==> run_1/placement.png <==
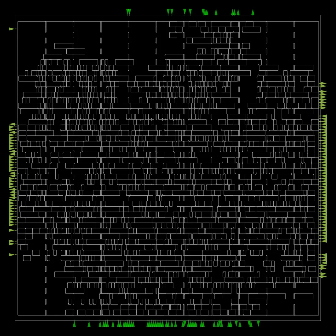
==> run_1/clk_routes.png <==
The bar under the picture is 50 um long.
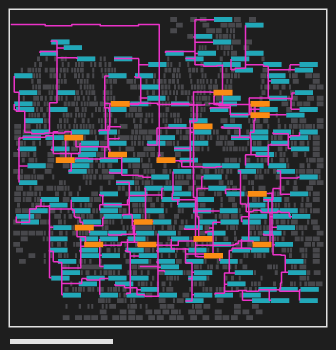
==> run_1/metal_density.png <==
31 x 31 tiles, from dark blue (low) to red (high), scaled to the fullest tile. Values are wire area over tile area, all layers added.
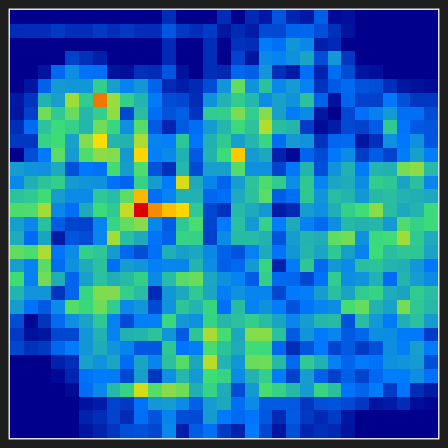
==> config.mk <==
export PLATFORM = sky130hd
export DESIGN_NAME = frame_scheduler
export DESIGN_NICKNAME = d
export VERILOG_FILES = /design/src/rtl/orbtrace_frame_pkg.sv /design/src/rtl/frame_serialiser.sv /design/src/rtl/frame_scheduler.sv
export SDC_FILE = /design/constraint.sdc
export NUM_CORES = 1
export LEC_CHECK = 0
export ABC_AREA = 1
export CAP_MARGIN = 10
export CORE_UTILIZATION = 43
export DETAILED_ROUTE_END_ITERATION = 10
export PLACE_DENSITY = 0.71
export SYNTH_ARGS = -nofsm -noshare
export SYNTH_HDL_FRONTEND = slang
export SYNTH_SLANG_ARGS = --single-unit
==> constraint.sdc <==
create_clock -name clk -period 9.3 [get_ports clk]
set_input_delay 1.86 -clock clk [delete_from_list [all_inputs] [get_ports clk]]
set_output_delay 1.86 -clock clk [all_outputs]
set_load 0.02 [all_outputs]
==> GITHUB_STEP_SUMMARY, run 1 <==
## Implementation flow summary

| Metric | Value |
|---|---|
| Status | complete, no violations |
| Setup TNS | 0 ps |
| Final hold vios | 0 |
| Root buf cell | clkbuf_16 |
| Final instance area | 0.0122 mm2 |
| Placed cells | 1,591 |
| Signal buffers share of area | 14.3% |
| Fill cells | 2,028 |
| Final #Nets | 1,474 |
| Setup WS post-layout | 3970 ps |
| Hold depth | 1 |
| Die Height | 153 um |
| Seq share, synth | 50.1% |
| Internal Power | 2050 uW |
| Synth-to-Final Area Change | 24.7% |
| Total power | 3250 uW |
| Cell area leaders | dfrtp_1, nand2_1, inv_1, o21ai_0, nor2_1 |
| GP Congestion | 0.845 |
| CP peak stage delay | 920 ps |
| Largest net degree at the start of global routing | 128 |
| Worst-case reg-to-reg path depth | 10 |
| # DRC | 0 |
| # clk buffers | 18 |
| Worst Setup End Kind | flip-flop |
| Syn Std Cell Area | 0.00978 mm2 |
| CTS sink count | 196 |
| DRT iter0 DRCs | 588 |
| Sequential Power | 1330 uW |
| Crit Path Category | in2reg |
| Peak supply drop | 0.152 mV |
| Pwr Density | 266 mW/mm2 |
Notes on placement.png above:
fraction of area in registers: 40.2%
Layout Utilization: 55.2%
post-route insts no fill: 1,625
sequential cell count: 196
Site Rows: 54

Notes on clk_routes.png above:
[clock drivers] orange | count: 17
[flip-flops] cyan | count: 196
[clock wires] magenta | length: 2,410 um
flops lie: widely spread
routed clock nets: 18
clock group share of total power: 24.1%
Setup Skew: 13.8 ps

Notes on metal_density.png above:
mean over tiles: 0.17
nearly empty tiles: 12%
tiles over half the peak: 8.6%
via count: 8,495
total global-route track usage: 22.1%
routed length per instance: 15.3 um
DRT Wirelength: 24.9 mm

[run 1: cells by family (layout without fill, tap and decap cells)]
logic type,Yosys count,after routing
DFF,196,196
AOI/OAI and AO/OA,248,248
buffers and inverters,238,376
and+or+nand+nor,487,487
adders and majority gates,9,9
xor gates and xnor gates,28,28
other,0,1
[run 1: worst max-delay path, delay by kind of cell]
kind                   cells  cell delay, ps
buffers and inverters      4            1350
AND-OR/OR-AND              2             280
AND/OR/NAND/NOR            6            2050
[run 1: per-layer routing]
metal	up-vias	routed length, um	GRT usage (%)
met1	4069	11700	30.3
li1	4157	-	-
met4	2	373	6.30
met3	27	1440	5.67
met2	240	11400	34.4
met5	-	13	0
==> run 2, diff against run 1 <==
==> constraint.sdc (replaced) <==
create_clock -name clk -period 5.2 [get_ports clk]
set_input_delay 1.04 -clock clk [delete_from_list [all_inputs] [get_ports clk]]
set_output_delay 1.04 -clock clk [all_outputs]
set_load 0.02 [all_outputs]
==> run 2 against run 1 <==
Against the previous run:
- via count is 0.25% higher
- worst setup slack got worse by 2500 ps
- synthesized cell count did not move
- combinational power increased by about 80%
- critical path type unchanged
- critical endpoint is now u_serialiser.shift_q[59]
- worst hold slack got worse by 3.3 ps
- largest power group unchanged
- total power increased by 74%
- highest routed layer unchanged
- final cell count up 0.31%
- design area shrank 0.24%
==> GITHUB_STEP_SUMMARY, run 2 <==
## Implementation flow summary

| Metric | Value |
|---|---|
| Status | complete, no violations (unchanged) |
| # DRC | 0 (unchanged) |
| Layout Utilization | 55.1% (was 55.2%) |
| Hold depth | 1 (unchanged) |
| Placed cells | 1,598 (was 1,591) |
| Seq share, synth | 50.1% (unchanged) |
| CTS sink count | 196 (unchanged) |
| Crit Path Category | in2reg (unchanged) |
| DRT iter0 DRCs | 576 (was 588) |
| Clock group share of total power | 21.9% (was 24.1%) |
| Critical path depth | 11 (was 12) |
| Cell area leaders | dfrtp_1, nand2_1, inv_1, o21ai_0, nor2_1 (unchanged) |
| Total global-route track usage | 21.7% (was 22.1%) |
| Final instance area | 0.0122 mm2 (about the same) |
| Final #Nets | 1,480 (was 1,474) |
| Setup Skew | 10.7 ps (was 13.8 ps) |
| Largest net degree at the start of global routing | 113 (was 128) |
| Total power | 5660 uW (was 3250 uW) |
| Setup TNS | 0 ps (unchanged) |
| Site Rows | 54 (unchanged) |
| CP peak stage delay | 620 ps (was 920 ps) |
| Die Height | 153 um (unchanged) |
| Syn Std Cell Area | 0.00978 mm2 (unchanged) |
| GP Congestion | 0.850 (was 0.845) |
| Sequential Power | 2370 uW (was 1330 uW) |
| Routed length per instance | 15.3 um (about the same) |
| Root buf cell | clkbuf_16 (unchanged) |
| Final hold vios | 0 (unchanged) |
| Setup WS post-layout | 1430 ps (was 3970 ps) |
-- run 2: cells by family after synthesis --
kind of cell               Yosys count
buffers and inverters              238
DFF                                196
and+or+nand+nor                    487
adders and majority gates            9
xor gates and xnor gates            28
AOI/OAI and AO/OA                  248
-- run 2: routing by layer --
layer | up-vias | part of all wire [%] | track usage (%)
met5 | - | 0.052 | 0
met4 | 2 | 0.98 | 5.82
met3 | 20 | 5.6 | 4.68
met2 | 236 | 47 | 34.4
met1 | 4080 | 46 | 30.2
li1 | 4178 | - | -
-- run 2: cell type report --
type / count / area [um2]
flip-flops and latches: 196 / 4900
multi-input cells: 772 / 3940
clock buffers: 19 / 443
repair buffers: 180 / 1800
clock inverters: 13 / 97.6
fillers: 2023 / 9920
inverters: 170 / 642
well taps: 280 / 350
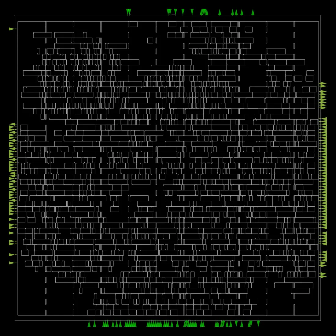
(run_2/placement.png)
fraction of area in registers: 40.3%
post-route insts no fill: 1,630

==> run 3, diff against run 2 <==
==> constraint.sdc (replaced) <==
create_clock -name clk -period 3.6 [get_ports clk]
set_input_delay 0.72 -clock clk [delete_from_list [all_inputs] [get_ports clk]]
set_output_delay 0.72 -clock clk [all_outputs]
set_load 0.02 [all_outputs]
==> run 3 against run 2 <==
Against the previous run:
- count of clock-buffer cells in the layout decreased by 1
- flip-flop count unchanged
- design area increased by 1.4%
- area after synthesis unchanged
- clock skew decreased by 1.8 ps
- die size unchanged
- critical path depth decreased by 8
- worst setup slack got worse by 460 ps
==> GITHUB_STEP_SUMMARY, run 3 <==
## Implementation flow summary

| Metric | Value |
|---|---|
| Status | complete, no violations (unchanged) |
| Routed length per instance | 15.2 um (was 15.3 um) |
| Peak supply drop | 0.408 mV (was 0.245 mV) |
| Synth-to-Final Area Change | 26.1% (was 24.4%) |
| Total global-route track usage | 21.8% (was 21.7%) |
| Fraction of layout cells with a size suffix above 1 | 5.60% (was 5.11%) |
| Cell area leaders | dfrtp_1, nand2_1, inv_1, o21ai_0, nor2_1 (unchanged) |
| Pwr Density | 684 mW/mm2 (was 465 mW/mm2) |
| Hold depth | 1 (unchanged) |
| Largest net degree at the start of global routing | 129 (was 113) |
| Combinational gate area | 0.00394 mm2 (unchanged) |
| Internal Power | 5360 uW (was 3540 uW) |
| Setup TNS | 0 ps (unchanged) |
| Worst Setup End Kind | primary output (was flip-flop) |
| Placed cells | 1,605 (was 1,598) |
| Root buf cell | clkbuf_16 (unchanged) |
| DRT iter0 DRCs | 594 (was 576) |
| Final hold vios | 0 (unchanged) |
| Crit Path Category | in2out (was in2reg) |
| DRT Wirelength | 25.0 mm (was 24.9 mm) |
| Final instance area | 0.0123 mm2 (was 0.0122 mm2) |
| # DRC | 0 (unchanged) |
| Clock group share of total power | 23.5% (was 21.9%) |
| Die Height | 153 um (unchanged) |
| GP Congestion | 0.869 (was 0.850) |
| Total power | 8440 uW (was 5660 uW) |
| Worst-case reg-to-reg path depth | 14 (was 10) |
| Setup WS post-layout | 967 ps (was 1430 ps) |
| Via count | 8,491 (was 8,516) |
| Setup Skew | 8.86 ps (was 10.7 ps) |
| Syn Std Cell Area | 0.00978 mm2 (unchanged) |
| CTS sink count | 196 (unchanged) |
==> run 3: critical path, cell delays in order <==
cell and delay, ps:
clkdlybuf4s50_1 450, nor2_1 130, clkdlybuf4s50_1 610
==> run 3: area by class of cell <==
| cell class | count | area share (%) |
|---|---|---|
| antenna | 1 | 0.0203 |
| clock buffer | 18 | 3.48 |
| clock inverter | 14 | 1.41 |
| inverter | 170 | 5.20 |
| multi-input combinational | 772 | 31.9 |
| sequential | 196 | 39.7 |
| tap | 280 | 2.84 |
| timing repair buffer | 187 | 15.4 |
==> run 3: routing by layer <==
metal / part of all wire, % / track usage (%) / up-vias
li1: - / - / 4184
met1: 47 / 30.6 / 4018
met2: 46 / 33.7 / 261
met3: 6.1 / 4.65 / 28
met4: 1.6 / 6.88 / 0
met5: 0 / 0 / -
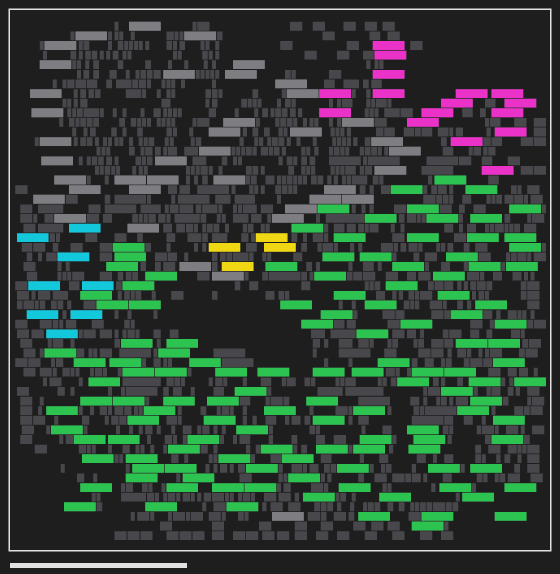
(run_3/flops_by_reg.png)
The bar under the picture is 50 um long. Other sequential cells in the stronger grey, the rest of the logic in the fainter grey.
| name in the netlist | colour | sequential cells |
|---|---|---|
| u_serialiser.idx_q | yellow | 4 |
| OverfCount | cyan | 8 |
| FrameCount | magenta | 16 |
| u_serialiser.shift_q | green | 128 |
not coloured: 40
Sequential Power: 3410 uW
FF+latch area: 0.00490 mm2

Power figures rest on the tool's default switching activity, not on a simulated workload.
